===== config.mk =====
export PLATFORM = sky130hd
export DESIGN_NAME = rast_perf_watch_flat
export DESIGN_NICKNAME = d
export VERILOG_FILES = /design/src/rtl/rast_perf_watch_if.sv /design/src/rtl/rast_perf_watch.sv /design/src/flat_wrapper.sv
export SDC_FILE = /design/constraint.sdc
export NUM_CORES = 1
export LEC_CHECK = 0
export CORE_MARGIN = 4
export CORE_UTILIZATION = 61
export CTS_CLUSTER_SIZE = 8
export DETAILED_ROUTE_END_ITERATION = 16
export PLACE_DENSITY = 0.81
export SYNTH_ARGS = -nofsm -noshare
export SYNTH_HDL_FRONTEND = slang
export SYNTH_SLANG_ARGS = --single-unit

===== constraint.sdc =====
create_clock -name clk -period 3.9 [get_ports clk]
set_input_delay 0.975 -clock clk [delete_from_list [all_inputs] [get_ports clk]]
set_output_delay 0.975 -clock clk [all_outputs]
set_load 0.05 [all_outputs]

===== src/rtl/rast_perf_watch_if.sv =====
// Bus bundle for rast_perf_watch.
// Carries the run-control strobes, event taps, watchdog controls and the
// indexed read port between the rasterizer-side logic and the monitor.
//   master : drives control/event/read-request signals, receives results
//   slave  : the monitor itself
interface rast_perf_watch_if #(
  parameter int NUM_EVT = 6,
  parameter int CYC_W   = 40,
  parameter int WDOG_W  = 26
);
  localparam int IDX_W = $clog2(NUM_EVT + 2);

  logic                 start_H;
  logic                 stop_H;
  logic [NUM_EVT-1:0]   evt_H;
  logic                 halt_RnnnnL;
  logic                 progress_H;
  logic [WDOG_W-1:0]    wdog_limit_U;
  logic                 rd_req_H;
  logic [IDX_W-1:0]     rd_idx_U;
  logic [CYC_W-1:0]     rd_data_U;
  logic                 rd_valid_H;
  logic [1:0]           state_U;
  logic                 done_H;
  logic                 timeout_H;
  logic [NUM_EVT+1:0]   overflow_H;

  modport master (
    output start_H, stop_H, evt_H, halt_RnnnnL, progress_H, wdog_limit_U,
           rd_req_H, rd_idx_U,
    input  rd_data_U, rd_valid_H, state_U, done_H, timeout_H, overflow_H
  );

  modport slave (
    input  start_H, stop_H, evt_H, halt_RnnnnL, progress_H, wdog_limit_U,
           rd_req_H, rd_idx_U,
    output rd_data_U, rd_valid_H, state_U, done_H, timeout_H, overflow_H
  );
endinterface


===== src/rtl/rast_perf_watch.sv =====
// Performance monitor and progress watchdog for the rasterizer pipeline.
// Counts NUM_EVT single-bit event channels plus run cycles and halt-stall
// cycles with saturating counters, runs a drain window after stop, and
// offers a one-cycle-latency indexed read of the (live or frozen) counters.
// Ports:
//   clk  : clock, all logic on posedge
//   rst  : synchronous active-low reset
//   bus  : rast_perf_watch_if slave modport
//          start_H/stop_H run control, evt_H event taps, halt_RnnnnL stall
//          (low = stall), progress_H watchdog kick, wdog_limit_U idle limit
//          (0 = off), rd_req_H/rd_idx_U read request, rd_data_U/rd_valid_H
//          read response, state_U/done_H/timeout_H/overflow_H status
module rast_perf_watch #(
  parameter int NUM_EVT = 6,
  parameter int CNT_W   = 32,
  parameter int CYC_W   = 40,
  parameter int DRAIN   = 15,
  parameter int WDOG_W  = 26
) (
  input  logic              clk,
  input  logic              rst,
  rast_perf_watch_if.slave  bus
);

  localparam int IDX_W = $clog2(NUM_EVT + 2);
  localparam int NCNT  = NUM_EVT + 2;
  localparam int DW    = (DRAIN > 1) ? $clog2(DRAIN) : 1;
  localparam logic [DW-1:0] DRAIN_LOAD = DW'((DRAIN > 0) ? DRAIN - 1 : 0);

  typedef enum logic [1:0] {
    IDLE  = 2'd0,
    RUN   = 2'd1,
    DRAIN_ST = 2'd2,
    DONE  = 2'd3
  } state_e;

  state_e              state_q, state_d;
  logic [CNT_W-1:0]    evt_cnt_q [NUM_EVT];
  logic [CNT_W-1:0]    evt_cnt_d [NUM_EVT];
  logic [CYC_W-1:0]    cyc_cnt_q, cyc_cnt_d;
  logic [CYC_W-1:0]    stall_cnt_q, stall_cnt_d;
  logic [DW-1:0]       drain_q, drain_d;
  logic [WDOG_W-1:0]   wdog_q, wdog_d;
  logic [WDOG_W-1:0]   wdog_inc;
  logic                timeout_q, timeout_d;
  logic [NCNT-1:0]     ovf_q, ovf_d;
  logic                rd_valid_q, rd_valid_d;
  logic [CYC_W-1:0]    rd_data_q, rd_data_d;
  logic                counting;

  always_comb begin
    state_d     = state_q;
    evt_cnt_d   = evt_cnt_q;
    cyc_cnt_d   = cyc_cnt_q;
    stall_cnt_d = stall_cnt_q;
    drain_d     = drain_q;
    wdog_d      = wdog_q;
    timeout_d   = timeout_q;
    ovf_d       = ovf_q;
    counting    = 1'b0;
    wdog_inc    = wdog_q + WDOG_W'(1);

    if (bus.start_H) begin
      // Start wins over everything, in every state; the start cycle itself
      // is not counted.
      state_d     = RUN;
      for (int unsigned i = 0; i < NUM_EVT; i++) begin
        evt_cnt_d[i] = '0;
      end
      cyc_cnt_d   = '0;
      stall_cnt_d = '0;
      drain_d     = '0;
      wdog_d      = '0;
      timeout_d   = 1'b0;
      ovf_d       = '0;
    end else begin
      counting = (state_q == RUN) || (state_q == DRAIN_ST);

      if (counting) begin
        for (int unsigned i = 0; i < NUM_EVT; i++) begin
          if (bus.evt_H[i]) begin
            if (evt_cnt_q[i] == '1) begin
              ovf_d[i] = 1'b1;
            end else begin
              evt_cnt_d[i] = evt_cnt_q[i] + CNT_W'(1);
            end
          end
        end
        if (cyc_cnt_q == '1) begin
          ovf_d[NUM_EVT] = 1'b1;
        end else begin
          cyc_cnt_d = cyc_cnt_q + CYC_W'(1);
        end
        if (!bus.halt_RnnnnL) begin
          if (stall_cnt_q == '1) begin
            ovf_d[NUM_EVT+1] = 1'b1;
          end else begin
            stall_cnt_d = stall_cnt_q + CYC_W'(1);
          end
        end
      end

      // Watchdog only advances while in RUN; any exit clears it.
      wdog_d = '0;
      case (state_q)
        RUN: begin
          if (!bus.progress_H && (bus.wdog_limit_U != '0) &&
              (wdog_inc == bus.wdog_limit_U)) begin
            timeout_d = 1'b1;
            state_d   = DONE;
          end else if (bus.stop_H) begin
            if (DRAIN == 0) begin
              state_d = DONE;
            end else begin
              state_d = DRAIN_ST;
              drain_d = DRAIN_LOAD;
            end
          end else begin
            wdog_d = bus.progress_H ? '0 : wdog_inc;
          end
        end
        DRAIN_ST: begin
          if (drain_q == '0) begin
            state_d = DONE;
          end else begin
            drain_d = drain_q - DW'(1);
          end
        end
        default: ;
      endcase
    end

    // Read returns the pre-update counter values, so a request issued the
    // cycle after an event already sees it.
    rd_valid_d = bus.rd_req_H;
    rd_data_d  = rd_data_q;
    if (bus.rd_req_H) begin
      rd_data_d = '0;
      for (int unsigned i = 0; i < NUM_EVT; i++) begin
        if (bus.rd_idx_U == IDX_W'(i)) begin
          rd_data_d = CYC_W'(evt_cnt_q[i]);
        end
      end
      if (bus.rd_idx_U == IDX_W'(NUM_EVT)) begin
        rd_data_d = cyc_cnt_q;
      end
      if (bus.rd_idx_U == IDX_W'(NUM_EVT + 1)) begin
        rd_data_d = stall_cnt_q;
      end
    end
  end

  always_ff @(posedge clk) begin
    if (!rst) begin
      state_q <= IDLE;
      for (int unsigned i = 0; i < NUM_EVT; i++) begin
        evt_cnt_q[i] <= '0;
      end
      cyc_cnt_q   <= '0;
      stall_cnt_q <= '0;
      drain_q     <= '0;
      wdog_q      <= '0;
      timeout_q   <= 1'b0;
      ovf_q       <= '0;
      rd_valid_q  <= 1'b0;
      rd_data_q   <= '0;
    end else begin
      state_q     <= state_d;
      evt_cnt_q   <= evt_cnt_d;
      cyc_cnt_q   <= cyc_cnt_d;
      stall_cnt_q <= stall_cnt_d;
      drain_q     <= drain_d;
      wdog_q      <= wdog_d;
      timeout_q   <= timeout_d;
      ovf_q       <= ovf_d;
      rd_valid_q  <= rd_valid_d;
      rd_data_q   <= rd_data_d;
    end
  end

  assign bus.state_U    = state_q;
  assign bus.done_H     = (state_q == DONE);
  assign bus.timeout_H  = timeout_q;
  assign bus.overflow_H = ovf_q;
  assign bus.rd_valid_H = rd_valid_q;
  assign bus.rd_data_U  = rd_data_q;

endmodule


===== src/flat_wrapper.sv =====
// flat-port wrapper written by rule: the top's interface ports become plain ports
module rast_perf_watch_flat 
#(
  parameter int NUM_EVT = 6,
  parameter int CNT_W   = 32,
  parameter int CYC_W   = 40,
  parameter int DRAIN   = 15,
  parameter int WDOG_W  = 26
)
  (clk, rst, bus_start_H, bus_stop_H, bus_evt_H, bus_halt_RnnnnL, bus_progress_H, bus_wdog_limit_U, bus_rd_req_H, bus_rd_idx_U, bus_rd_data_U, bus_rd_valid_H, bus_state_U, bus_done_H, bus_timeout_H, bus_overflow_H);
  rast_perf_watch_if #(.NUM_EVT(NUM_EVT), .CYC_W(CYC_W), .WDOG_W(WDOG_W)) bus_i ();
  input  logic clk;
  input  logic rst;
  input wire logic [$bits(bus_i.start_H)-1:0] bus_start_H;
  input wire logic [$bits(bus_i.stop_H)-1:0] bus_stop_H;
  input wire logic [$bits(bus_i.evt_H)-1:0] bus_evt_H;
  input wire logic [$bits(bus_i.halt_RnnnnL)-1:0] bus_halt_RnnnnL;
  input wire logic [$bits(bus_i.progress_H)-1:0] bus_progress_H;
  input wire logic [$bits(bus_i.wdog_limit_U)-1:0] bus_wdog_limit_U;
  input wire logic [$bits(bus_i.rd_req_H)-1:0] bus_rd_req_H;
  input wire logic [$bits(bus_i.rd_idx_U)-1:0] bus_rd_idx_U;
  output wire logic [$bits(bus_i.rd_data_U)-1:0] bus_rd_data_U;
  output wire logic [$bits(bus_i.rd_valid_H)-1:0] bus_rd_valid_H;
  output wire logic [$bits(bus_i.state_U)-1:0] bus_state_U;
  output wire logic [$bits(bus_i.done_H)-1:0] bus_done_H;
  output wire logic [$bits(bus_i.timeout_H)-1:0] bus_timeout_H;
  output wire logic [$bits(bus_i.overflow_H)-1:0] bus_overflow_H;
  assign bus_i.start_H = bus_start_H;
  assign bus_i.stop_H = bus_stop_H;
  assign bus_i.evt_H = bus_evt_H;
  assign bus_i.halt_RnnnnL = bus_halt_RnnnnL;
  assign bus_i.progress_H = bus_progress_H;
  assign bus_i.wdog_limit_U = bus_wdog_limit_U;
  assign bus_i.rd_req_H = bus_rd_req_H;
  assign bus_i.rd_idx_U = bus_rd_idx_U;
  assign bus_rd_data_U = bus_i.rd_data_U;
  assign bus_rd_valid_H = bus_i.rd_valid_H;
  assign bus_state_U = bus_i.state_U;
  assign bus_done_H = bus_i.done_H;
  assign bus_timeout_H = bus_i.timeout_H;
  assign bus_overflow_H = bus_i.overflow_H;
  rast_perf_watch #(.NUM_EVT(NUM_EVT), .CNT_W(CNT_W), .CYC_W(CYC_W), .DRAIN(DRAIN), .WDOG_W(WDOG_W)) u_core (.clk(clk), .rst(rst), .bus(bus_i));
endmodule

==> flow_metrics.env, run 1 <==
# source this file to load flow results
export IMPL_status="finished clean"
export IMPL_postLayoutCellArea_um2=20800
export IMPL_clock_fmax_mhz=282
export IMPL_num_rows=62
export IMPL_die_area_um2=32500
export IMPL_worstSkewPairLatency_ns=0.56
export IMPL_p_total_mw=8.06
export IMPL_cts_tree="done"
export IMPL_fin_setup_tns_ns=0
export IMPL_grtUsageMet1_pct=41.4
export IMPL_overflow=0
export IMPL_worstSetupStartpointType="flop"
export IMPL_layout_top_cell="dfxtp_1"
export IMPL_ff2ff_setup_slack_ns=0.35
export IMPL_startpoint="u_core.wdog_q[7]"
export IMPL_edf_count=0
export IMPL_bufAreaShareNonClock_pct=6.04
export IMPL_slowest_delay_ns=0.67
export IMPL_cp_max_fo=10
export IMPL_worst_path_buf_inv=0
export IMPL_largest_register="u_core.evt_cnt_q"
export IMPL_finalSetupViolCount=0
export IMPL_seq_power_mw=3.68
export IMPL_final_nets=2233
export IMPL_postSynthSeqShare_pct=39.1
export IMPL_grtUsageMet2_pct=48.4
export IMPL_pwr_share_seq_pct=45.6
export IMPL_cts_max_path_buffers=3
export IMPL_layout_top_cells="dfxtp_1, nor2_1, nand2_1"
export IMPL_p_leak_nw=7.19
export IMPL_cts_root_buf="clkbuf_16"
export IMPL_powerDensity_nw_per_um2=387
export IMPL_cp_common_cell="nor4_4"
export IMPL_antenna_cells=0
export IMPL_place_ws_ns=0.310
export IMPL_ys_warn_count=0
export IMPL_holdPathEnd="u_core.wdog_q[25]"
export IMPL_yosys_area_share_aoi_pct=8.41
export IMPL_comb_cells=1591
export IMPL_comb_area_share_pct=50.3
export IMPL_ios=95
export IMPL_yosys_area_top_type="dfxtp_1"
export IMPL_synth_area_um2=18100
export IMPL_largest_register_ffs=192
export IMPL_dp_cells=2510
export IMPL_clk_pin_slew_ns=0.05
export IMPL_die_y_um=180
export IMPL_met1_length_um=21900
export IMPL_antenna_found_initial=1
export IMPL_drt_iter0_markers=1766
export IMPL_warnings=28
export IMPL_postRouteAntennaNets=0
export IMPL_non_clock_buffer_count=130
export IMPL_cts_made_buffers=50
export IMPL_crit_arrival_ns=4.01
export IMPL_cp_depth=9
export IMPL_finalHoldViolCount=0
export IMPL_min_period_ns=3.55
export IMPL_max_cap_viol_count=0
export IMPL_clkPwrFrac_pct=47.7
export IMPL_min_path_cells=2
export IMPL_dr_wl_met2_um=23200
export IMPL_globalplace_congestion=0.920
export IMPL_cp_top_family="simple AND/OR/NAND/NOR gates"
export IMPL_yosysChipArea_um2=18100
export IMPL_power_switching_mw=1.88
export IMPL_post_route_util_pct=71.8
export IMPL_reg2reg_to="u_core.bus.state_U[1]"
export IMPL_holdCritPathClass="reg -> reg"
export IMPL_crit_slowest_cell="or4_1"
export IMPL_synth_adder_area_share_pct=0.898
export IMPL_setup_ws_ns=0.355
export IMPL_yosys_cells=2091
export IMPL_dpl_cell_area_um2=19500
export IMPL_synthSimpleGateAreaFrac_pct=26.7
export IMPL_crit_end="u_core.bus.state_U[1]"
export IMPL_routed_via_density=6.24
export IMPL_max_slew_margin_pct=39.2
export IMPL_die_w_um=180
export IMPL_path_class="reg -> reg"
export IMPL_dr_max_layer_used="met5"
export IMPL_mi_logic_area_um2=10500
export IMPL_inverters=51
export IMPL_sw_frac_of_total_pct=23.3
export IMPL_grt_pass1_wl_um=80700
export IMPL_r2r_cells=9
export IMPL_yosysMostFrequentCell="dfxtp_1"
export IMPL_n_clock_buffer=51
export IMPL_synthCells=2091
export IMPL_cp_cell_sequence="nand3_1, or4_1, nor4_4, nor3b_1, or4_4, nor4_4, a21oi_2, or3_1, a21oi_1"
export IMPL_top_usage_layer="met2"
export IMPL_crit_required_ns=4.36
export IMPL_synth_avg_cell_area_um2=8.66
export IMPL_syn_to_final_growth_pct=15.0
export IMPL_met3_length_um=3830
export IMPL_maxPowerGroup="the clock network"
export IMPL_grt_max_degree=98
export IMPL_dp_hpwl_um=37400
export IMPL_finClkSkew_ns=0.0289
export IMPL_numPortBuffers=94
export IMPL_cts_hold_buffers=0
export IMPL_holdWs_ns=0.468
export IMPL_area_leaders="dfxtp_1, xor2_1, nor2_1, mux4_2, xnor2_1"
export IMPL_cts_sinks=354
export IMPL_synth_nets=2146
export IMPL_p_int_mw=6.18
export IMPL_synth_mux_area_fraction_pct=9.43
export IMPL_route_detailed_drc=0
export IMPL_cts_htree_levels=2
export IMPL_rsz0062_at_grt="no"
export IMPL_ff_count=354
export IMPL_area_sequential_um2=7090
export IMPL_drt_pass1_iter_count=5
export IMPL_postSynth_asyncResetShare_pct=0
export IMPL_p_clk_mw=3.85
export IMPL_pwr_share_comb_pct=6.6
export IMPL_cp_end_kind="flop"
export IMPL_grt_pass1_vias=14904
export IMPL_synth_distinct_cells=55
Figure 1. Signal wires on met3 (run 1).
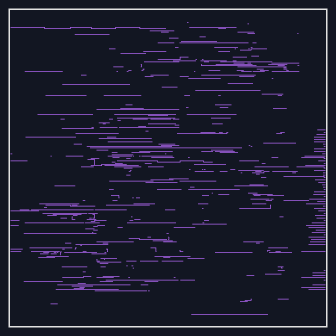
wire length on this layer = 3830 µm
nets with wire on the layer = 290
met3 Use GR: 4.50%
total wire length: 51000 µm
total number of vias: 15991

Figure 2. Placement view (run 1).
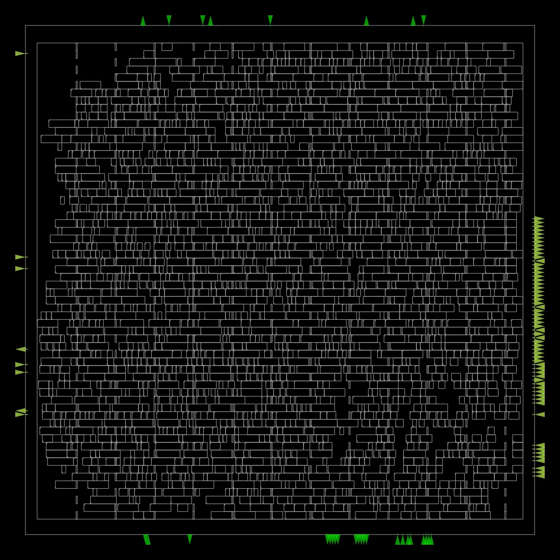
Core Area: 29000 µm²
Seq/total area: 34.0%
Finished Layout Cells: 2564
tap cell count: 384

Figure 3. Routed metal per tile (run 1).
36 x 36 tiles, from black (low) to pale yellow (high), scaled to the fullest tile. Values are wire area over tile area, all layers added.
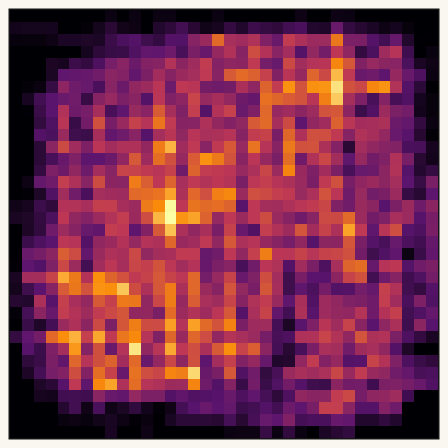
nearly empty tiles = 10%
tiles over half the peak = 21%
mean over tiles = 0.26
fullest tile = 0.77
emptiest ninth of the die = top left
total track usage: 30.1%
post-DR wirelength/cell: 19.9 µm

Figure 4. Port wiring (run 1).
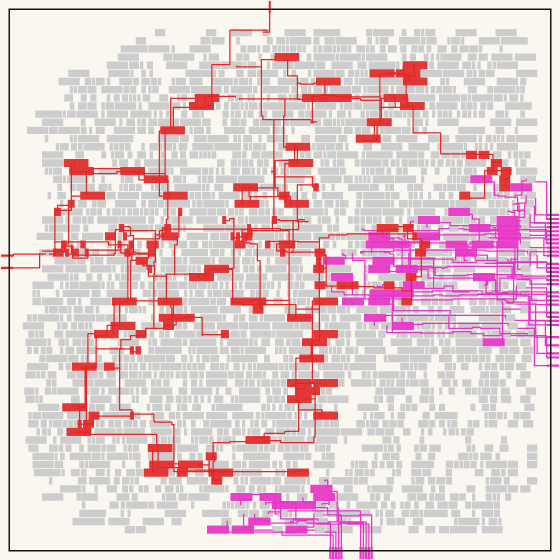

==> run 2, diff against run 1 <==
ABC_CLOCK_PERIOD_IN_PS = 4370   (was default)
GPL_TIMING_DRIVEN = 1   (was default)
clock period = 4.37 ns   (was 3.9 ns; I/O delays follow)
Figure 5. Port wiring (run 2).
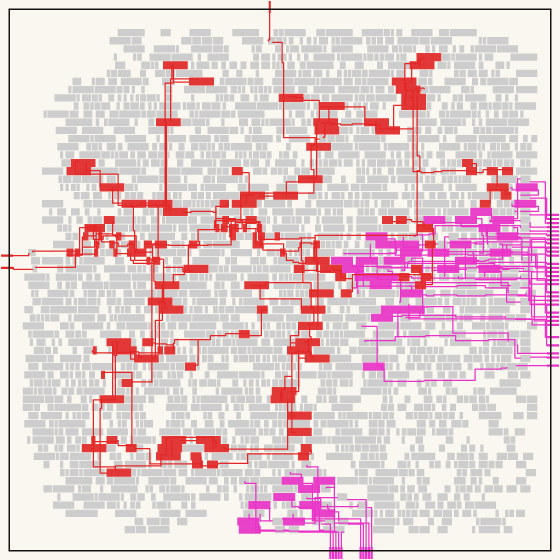
`bus_rd_data_U` -> magenta  # bits 40, direction output, edge 30 right, 10 bottom, end cells 40, wire 1980 µm
`bus_rd_idx_U` -> red  # bits 3, direction input, edge 2 left, 1 top, end cells 131, wire 2070 µm
I/O Buffers: 94
io pins: 95

Figure 6. Routed metal per tile (run 2).
36 x 36 tiles, from black (low) to pale yellow (high), scaled to the fullest tile. Values are wire area over tile area, all layers added.
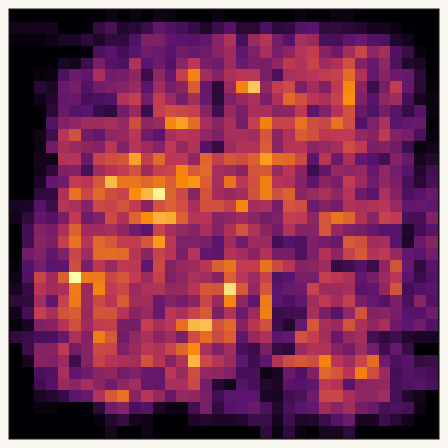
tiles over half the peak = 20%
fullest tile = 0.81
densest ninth of the die = middle
mean over tiles = 0.26
emptiest ninth of the die = top left
total track usage: 30.2%
total number of vias: 15994
total wire length: 51200 µm
post-DR wirelength/cell: 20.1 µm

==> run 2 against run 1 <==
Count of clock-buffer cells in the layout unchanged; clock power is 9.9% lower; global-route usage is 0.12 points higher; combinational power down 14%; synthesized area did not move; critical path depth is the same; largest cell class unchanged; die size unchanged; highest routed layer is now met4.
==> flow_metrics.env, run 2 <==
# source this file to load flow results
export IMPL_dpl_cell_area_um2=19300
export IMPL_met3_length_um=4050
export IMPL_r2r_cells=9
export IMPL_synth_area_um2=18100
export IMPL_n_clock_buffer=51
export IMPL_sw_frac_of_total_pct=23.6
export IMPL_dp_cells=2492
export IMPL_grtUsageMet1_pct=42.2
export IMPL_layout_top_cells="dfxtp_1, nor2_1, nand2_1"
export IMPL_holdWs_ns=0.466
export IMPL_synth_nets=2146
export IMPL_finalHoldViolCount=0
export IMPL_die_w_um=180
export IMPL_met1_length_um=22000
export IMPL_yosys_cells=2091
export IMPL_mi_logic_area_um2=10500
export IMPL_num_fill_cells=2217
export IMPL_non_clock_buffer_count=112
export IMPL_comb_cells=1591
export IMPL_antenna_cells=0
export IMPL_drt_iter0_markers=1623
export IMPL_crit_slowest_cell="or4_1"
export IMPL_ys_warn_count=0
export IMPL_core_um2=29000
export IMPL_max_slew_margin_pct=32.9
export IMPL_postSynthSeqShare_pct=39.1
export IMPL_bufAreaShareNonClock_pct=5.26
export IMPL_clock_area_share_pct=6.55
export IMPL_powerDensity_nw_per_um2=349
export IMPL_grt_pass1_vias=15044
export IMPL_setup_ws_ns=0.666
export IMPL_grtUsageMet2_pct=47.5
export IMPL_rsz0062_at_grt="no"
export IMPL_syn_to_final_growth_pct=14.1
export IMPL_crit_required_ns=4.76
export IMPL_cts_tree="done"
export IMPL_startpoint="u_core.wdog_q[7]"
export IMPL_largest_register_ffs=192
export IMPL_yosys_area_top_type="dfxtp_1"
export IMPL_fin_setup_tns_ns=0
export IMPL_cts_root_buf="clkbuf_16"
export IMPL_top_usage_layer="met2"
export IMPL_yosys_top_cells_count="dfxtp_1, nor2_1, nand2_1"
export IMPL_hold_path_startpoint="u_core.wdog_q[25]"
export IMPL_maxPowerGroup="the clock network"
export IMPL_yosys_area_share_aoi_pct=8.41
export IMPL_cp_cell_sequence="nand3_1, or4_1, nor2_1, mux2_2, or4_4, nor4_1, a31oi_1, a21oi_1, a311oi_1"
export IMPL_path_class="reg -> reg"
export IMPL_postLayoutCellArea_um2=20700
export IMPL_area_sequential_um2=7090
export IMPL_cts_htree_levels=2
export IMPL_worst_path_buf_inv=0
export IMPL_antenna_found_initial=0
export IMPL_grt_max_degree=121
export IMPL_finalSetupViolCount=0
export IMPL_place_ws_ns=0.592
export IMPL_die_y_um=180
export IMPL_cp_end_kind="flop"
export IMPL_min_path_cells=2
export IMPL_area_leaders="dfxtp_1, xor2_1, nor2_1, mux4_2, xnor2_1"
export IMPL_routed_via_density=6.28
export IMPL_synthSimpleGateAreaFrac_pct=26.7
export IMPL_p_clk_mw=3.47
export IMPL_grt_pass1_wl_um=81200
export IMPL_warnings=32
export IMPL_cts_hold_buffers=0
export IMPL_pwr_share_seq_pct=45.5
export IMPL_worstSkewPairLatency_ns=0.56
export IMPL_r2r_start="u_core.wdog_q[7]"
export IMPL_drt_pass1_iter_count=7
export IMPL_largest_register="u_core.evt_cnt_q"
export IMPL_die_area_um2=32500
export IMPL_cts_max_path_buffers=3
export IMPL_cts_made_buffers=50
export IMPL_clk_pin_slew_ns=0.05
export IMPL_pwr_share_comb_pct=6.4
export IMPL_holdPathEnd="u_core.wdog_q[25]"
export IMPL_min_period_ns=3.70
export IMPL_edf_count=0
export IMPL_crit_arrival_ns=4.10
export IMPL_postSynth_asyncResetShare_pct=0
export IMPL_yosysMostFrequentCell="dfxtp_1"
export IMPL_inverters=51
export IMPL_postRouteAntennaNets=0
export IMPL_p_int_mw=5.51
export IMPL_globalplace_congestion=0.931
export IMPL_dp_hpwl_um=37100
export IMPL_clock_fmax_mhz=270
export IMPL_cts_sinks=354
export IMPL_p_leak_nw=7.10
export IMPL_cp_depth=9
export IMPL_max_cap_viol_count=0
export IMPL_clkPwrFrac_pct=48.1
export IMPL_synth_mux_area_fraction_pct=9.43
export IMPL_power_switching_mw=1.70
export IMPL_seq_power_mw=3.28
export IMPL_comb_area_share_pct=50.7
export IMPL_synth_adder_area_share_pct=0.898
export IMPL_p_comb_mw=0.461
export IMPL_route_detailed_drc=0
export IMPL_crit_end="u_core.drain_q[1]"
export IMPL_final_nets=2215
export IMPL_overflow=0
export IMPL_cp_max_fo=10
export IMPL_tapCellCount=384
export IMPL_ff2ff_setup_slack_ns=0.67
export IMPL_grt_use_met3_pct=4.66
export IMPL_reg2reg_to="u_core.drain_q[1]"
export IMPL_yosysChipArea_um2=18100
export IMPL_status="finished clean"
export IMPL_p_total_mw=7.22
export IMPL_dr_max_layer_used="met4"
export IMPL_holdCritPathClass="reg -> reg"
export IMPL_synth_distinct_cells=55
export IMPL_worstSetupStartpointType="flop"
export IMPL_layout_top_cell="dfxtp_1"
export IMPL_cp_top_family="simple AND/OR/NAND/NOR gates"
export IMPL_synth_avg_cell_area_um2=8.66
export IMPL_slowest_delay_ns=0.65
export IMPL_drv_slew=0
export IMPL_dr_wl_met2_um=23000
export IMPL_finClkSkew_ns=0.0335
export IMPL_synthCells=2091
Figure 7. Placement view (run 2).
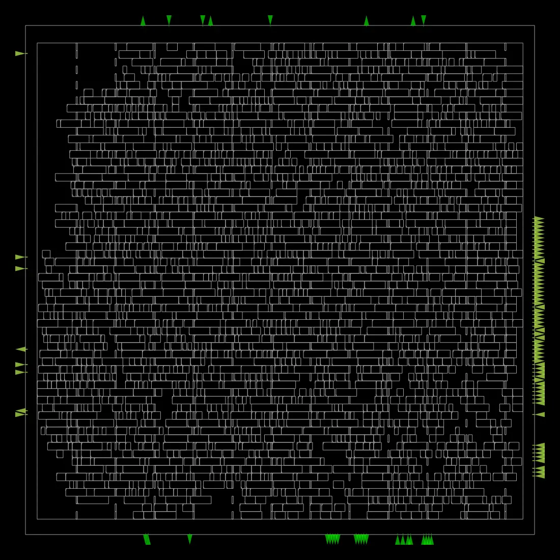
Finished Layout Cells: 2547
# rows: 62
utilization after layout: 71.2%
sequential cells: 354
Seq/total area: 34.3%

Figure 8. Register map, names as in the netlist (run 2).
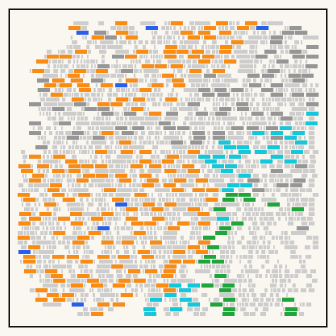

==> run 3, diff against run 2 <==
ABC_CLOCK_PERIOD_IN_PS = 3400   (was 4370)
CORE_UTILIZATION = 55   (was 61)
PLACE_DENSITY = 0.77   (was 0.81)
clock period = 3.4 ns   (was 4.37 ns; I/O delays follow)
Figure 9. Register map, names as in the netlist (run 3).
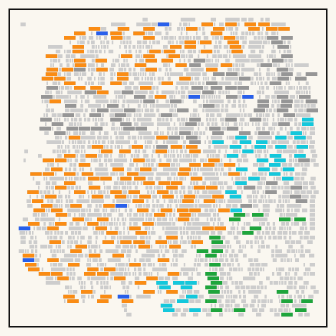
`u_core.wdog_q` -> green  # placed flops 26
`u_core.evt_cnt_q` -> orange  # placed flops 192
`u_core.bus.rd_data_U` -> cyan  # placed flops 40
`u_core.bus.overflow_H` -> blue  # placed flops 8
not colored = 88
Flop+latch power: 4.22 mW
Flop area: 7090 µm²
utilization after layout: 64.8%
Seq/total area: 33.6%

Figure 10. Port wiring (run 3).
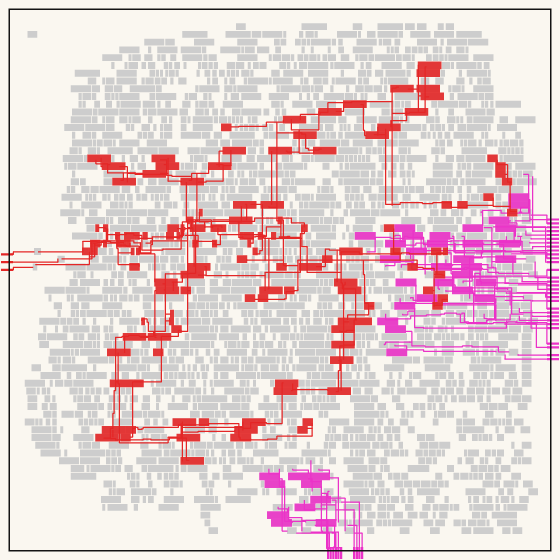
`bus_rd_data_U` -> magenta  # bits 40, direction output, edge 30 right, 10 bottom, end cells 40, wire 1790 µm
`bus_rd_idx_U` -> red  # bits 3, direction input, edge left, end cells 131, wire 2160 µm

==> run 3 against run 2 <==
Sequential share of layout area down 0.69 points; clock skew fell by 0.017 ns; via count is 0.58% higher; critical path type unchanged; highest routed layer unchanged; critical endpoint is now u_core.bus.state_U[1].
==> flow_metrics.env, run 3 <==
# source this file to load flow results
export IMPL_reg2reg_to="u_core.bus.state_U[1]"
export IMPL_postSynth_asyncResetShare_pct=0
export IMPL_clkPwrFrac_pct=47.5
export IMPL_p_leak_nw=7.31
export IMPL_non_clock_buffer_count=152
export IMPL_synth_adder_area_share_pct=0.898
export IMPL_status="finished clean"
export IMPL_crit_arrival_ns=3.70
export IMPL_bufAreaShareNonClock_pct=6.81
export IMPL_finClkSkew_ns=0.0167
export IMPL_startpoint="u_core.wdog_q[1]"
export IMPL_layout_top_cell="dfxtp_1"
export IMPL_crit_end="u_core.bus.state_U[1]"
export IMPL_die_y_um=189
export IMPL_holdPathEnd="u_core.bus.overflow_H[2]"
export IMPL_cts_tree="done"
export IMPL_numPortBuffers=94
export IMPL_cp_depth=10
export IMPL_warnings=28
export IMPL_synthSimpleGateAreaFrac_pct=26.7
export IMPL_largest_register_ffs=192
export IMPL_cts_htree_levels=2
export IMPL_cp_top_family="simple AND/OR/NAND/NOR gates"
export IMPL_max_cap_viol_count=0
export IMPL_yosys_top_cells_count="dfxtp_1, nor2_1, nand2_1"
export IMPL_cp_cell_sequence="ha_1, and3_1, nand2_1, nor4_4, nor3b_1, or4_4, nor4_4, a21oi_2, or3_1, a21oi_1"
export IMPL_cts_max_path_buffers=3
export IMPL_overflow=0
export IMPL_holdCritPathClass="reg -> reg"
export IMPL_p_total_mw=9.21
export IMPL_ios=95
export IMPL_cp_max_fo=6
export IMPL_met1_length_um=22400
export IMPL_synth_nets=2146
export IMPL_crit_required_ns=3.87
export IMPL_r2r_start="u_core.wdog_q[1]"
export IMPL_worstSkewPairLatency_ns=0.56
export IMPL_finalHoldViolCount=0
export IMPL_dp_hpwl_um=37500
export IMPL_globalplace_congestion=0.919
export IMPL_yosys_area_top_type="dfxtp_1"
export IMPL_worstSetupStartpointType="flop"
export IMPL_mi_logic_area_um2=10500
export IMPL_finalSetupViolCount=0
export IMPL_largest_register="u_core.evt_cnt_q"
export IMPL_final_nets=2255
export IMPL_synth_area_um2=18100
export IMPL_grt_pass1_wl_um=80500
export IMPL_layout_top_cells="dfxtp_1, nor2_1, nand2_1"
export IMPL_synthCells=2091
export IMPL_maxPowerGroup="the clock network"
export IMPL_place_ws_ns=-0.0781
export IMPL_yosysChipArea_um2=18100
export IMPL_largest_class="multi-input combinational cells"
export IMPL_rsz0062_at_grt="no"
export IMPL_drv_slew=0
export IMPL_postRouteAntennaNets=0
export IMPL_grtUsageMet1_pct=38.3
export IMPL_drt_pass1_iter_count=5
export IMPL_dp_cells=2590
export IMPL_crit_slowest_cell="or4_4"
export IMPL_slowest_delay_ns=0.57
export IMPL_cp_common_cell="nor4_4"
export IMPL_edf_count=0
export IMPL_grt_max_degree=93
export IMPL_setup_ws_ns=0.176
export IMPL_routed_via_density=6.08
export IMPL_cts_made_buffers=50
export IMPL_holdWs_ns=0.473
export IMPL_p_clk_mw=4.38
export IMPL_dpl_cell_area_um2=19700
export IMPL_fin_setup_tns_ns=0
export IMPL_route_detailed_drc=0
export IMPL_postLayoutCellArea_um2=21100
export IMPL_grt_pass1_vias=15241
export IMPL_grt_use_met3_pct=3.93
export IMPL_hold_path_startpoint="u_core.bus.overflow_H[2]"
export IMPL_cts_sinks=354
export IMPL_syn_to_final_growth_pct=16.5
export IMPL_finalNonFillerCells=2648
export IMPL_r2r_cells=10
export IMPL_worstMarginPinSlew_ns=0.903
export IMPL_num_rows=66
export IMPL_die_w_um=189
export IMPL_inverters=51
export IMPL_area_leaders="dfxtp_1, xor2_1, nor2_1, mux4_2, xnor2_1"
export IMPL_comb_cells=1591
export IMPL_powerDensity_nw_per_um2=437
export IMPL_ys_warn_count=0
export IMPL_pwr_share_seq_pct=45.8
export IMPL_cts_root_buf="clkbuf_16"
export IMPL_path_class="reg -> reg"
export IMPL_ir_drop_v=0.000364
export IMPL_min_path_cells=2
export IMPL_pwr_share_comb_pct=6.6
export IMPL_core_um2=32500
export IMPL_n_clock_buffer=52
export IMPL_clock_fmax_mhz=310
export IMPL_clk_pin_slew_ns=0.05
export IMPL_tapCellCount=442
export IMPL_yosysMostFrequentCell="dfxtp_1"
export IMPL_postSynthSeqShare_pct=39.1
export IMPL_num_fill_cells=2734
export IMPL_die_area_um2=35900
export IMPL_yosys_area_share_aoi_pct=8.41
export IMPL_antenna_cells=2
export IMPL_ff2ff_setup_slack_ns=0.18
export IMPL_sw_frac_of_total_pct=23.6
export IMPL_clock_area_share_pct=6.32
export IMPL_cts_hold_buffers=0
export IMPL_p_comb_mw=0.611
export IMPL_min_period_ns=3.22
export IMPL_drt_iter0_markers=1366
export IMPL_antenna_found_initial=0
export IMPL_worst_path_buf_inv=0
export IMPL_cp_end_kind="flop"
export IMPL_max_slew_margin_pct=39.6
export IMPL_post_cts_setup_buffers=0
export IMPL_dr_wl_met2_um=22800
export IMPL_ff_count=354
export IMPL_yosys_cells=2091
export IMPL_power_switching_mw=2.18
export IMPL_synth_avg_cell_area_um2=8.66
export IMPL_synth_mux_area_fraction_pct=9.43
export IMPL_synth_distinct_cells=55
export IMPL_met3_length_um=3730
Figure 11. Routed metal per tile (run 3).
38 x 38 tiles, from black (low) to pale yellow (high), scaled to the fullest tile. Values are wire area over tile area, all layers added.
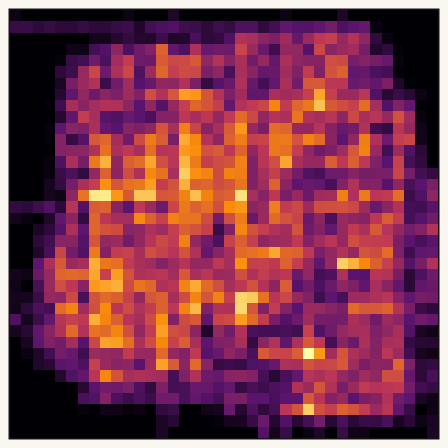
fullest tile = 0.69
tiles over half the peak = 25%
emptiest ninth of the die = top left
total number of vias: 16087
total track usage: 27.5%
post-DR wirelength/cell: 19.2 µm
total wire length: 50900 µm

No activity file was given, so power comes from the tool's default toggle rates.
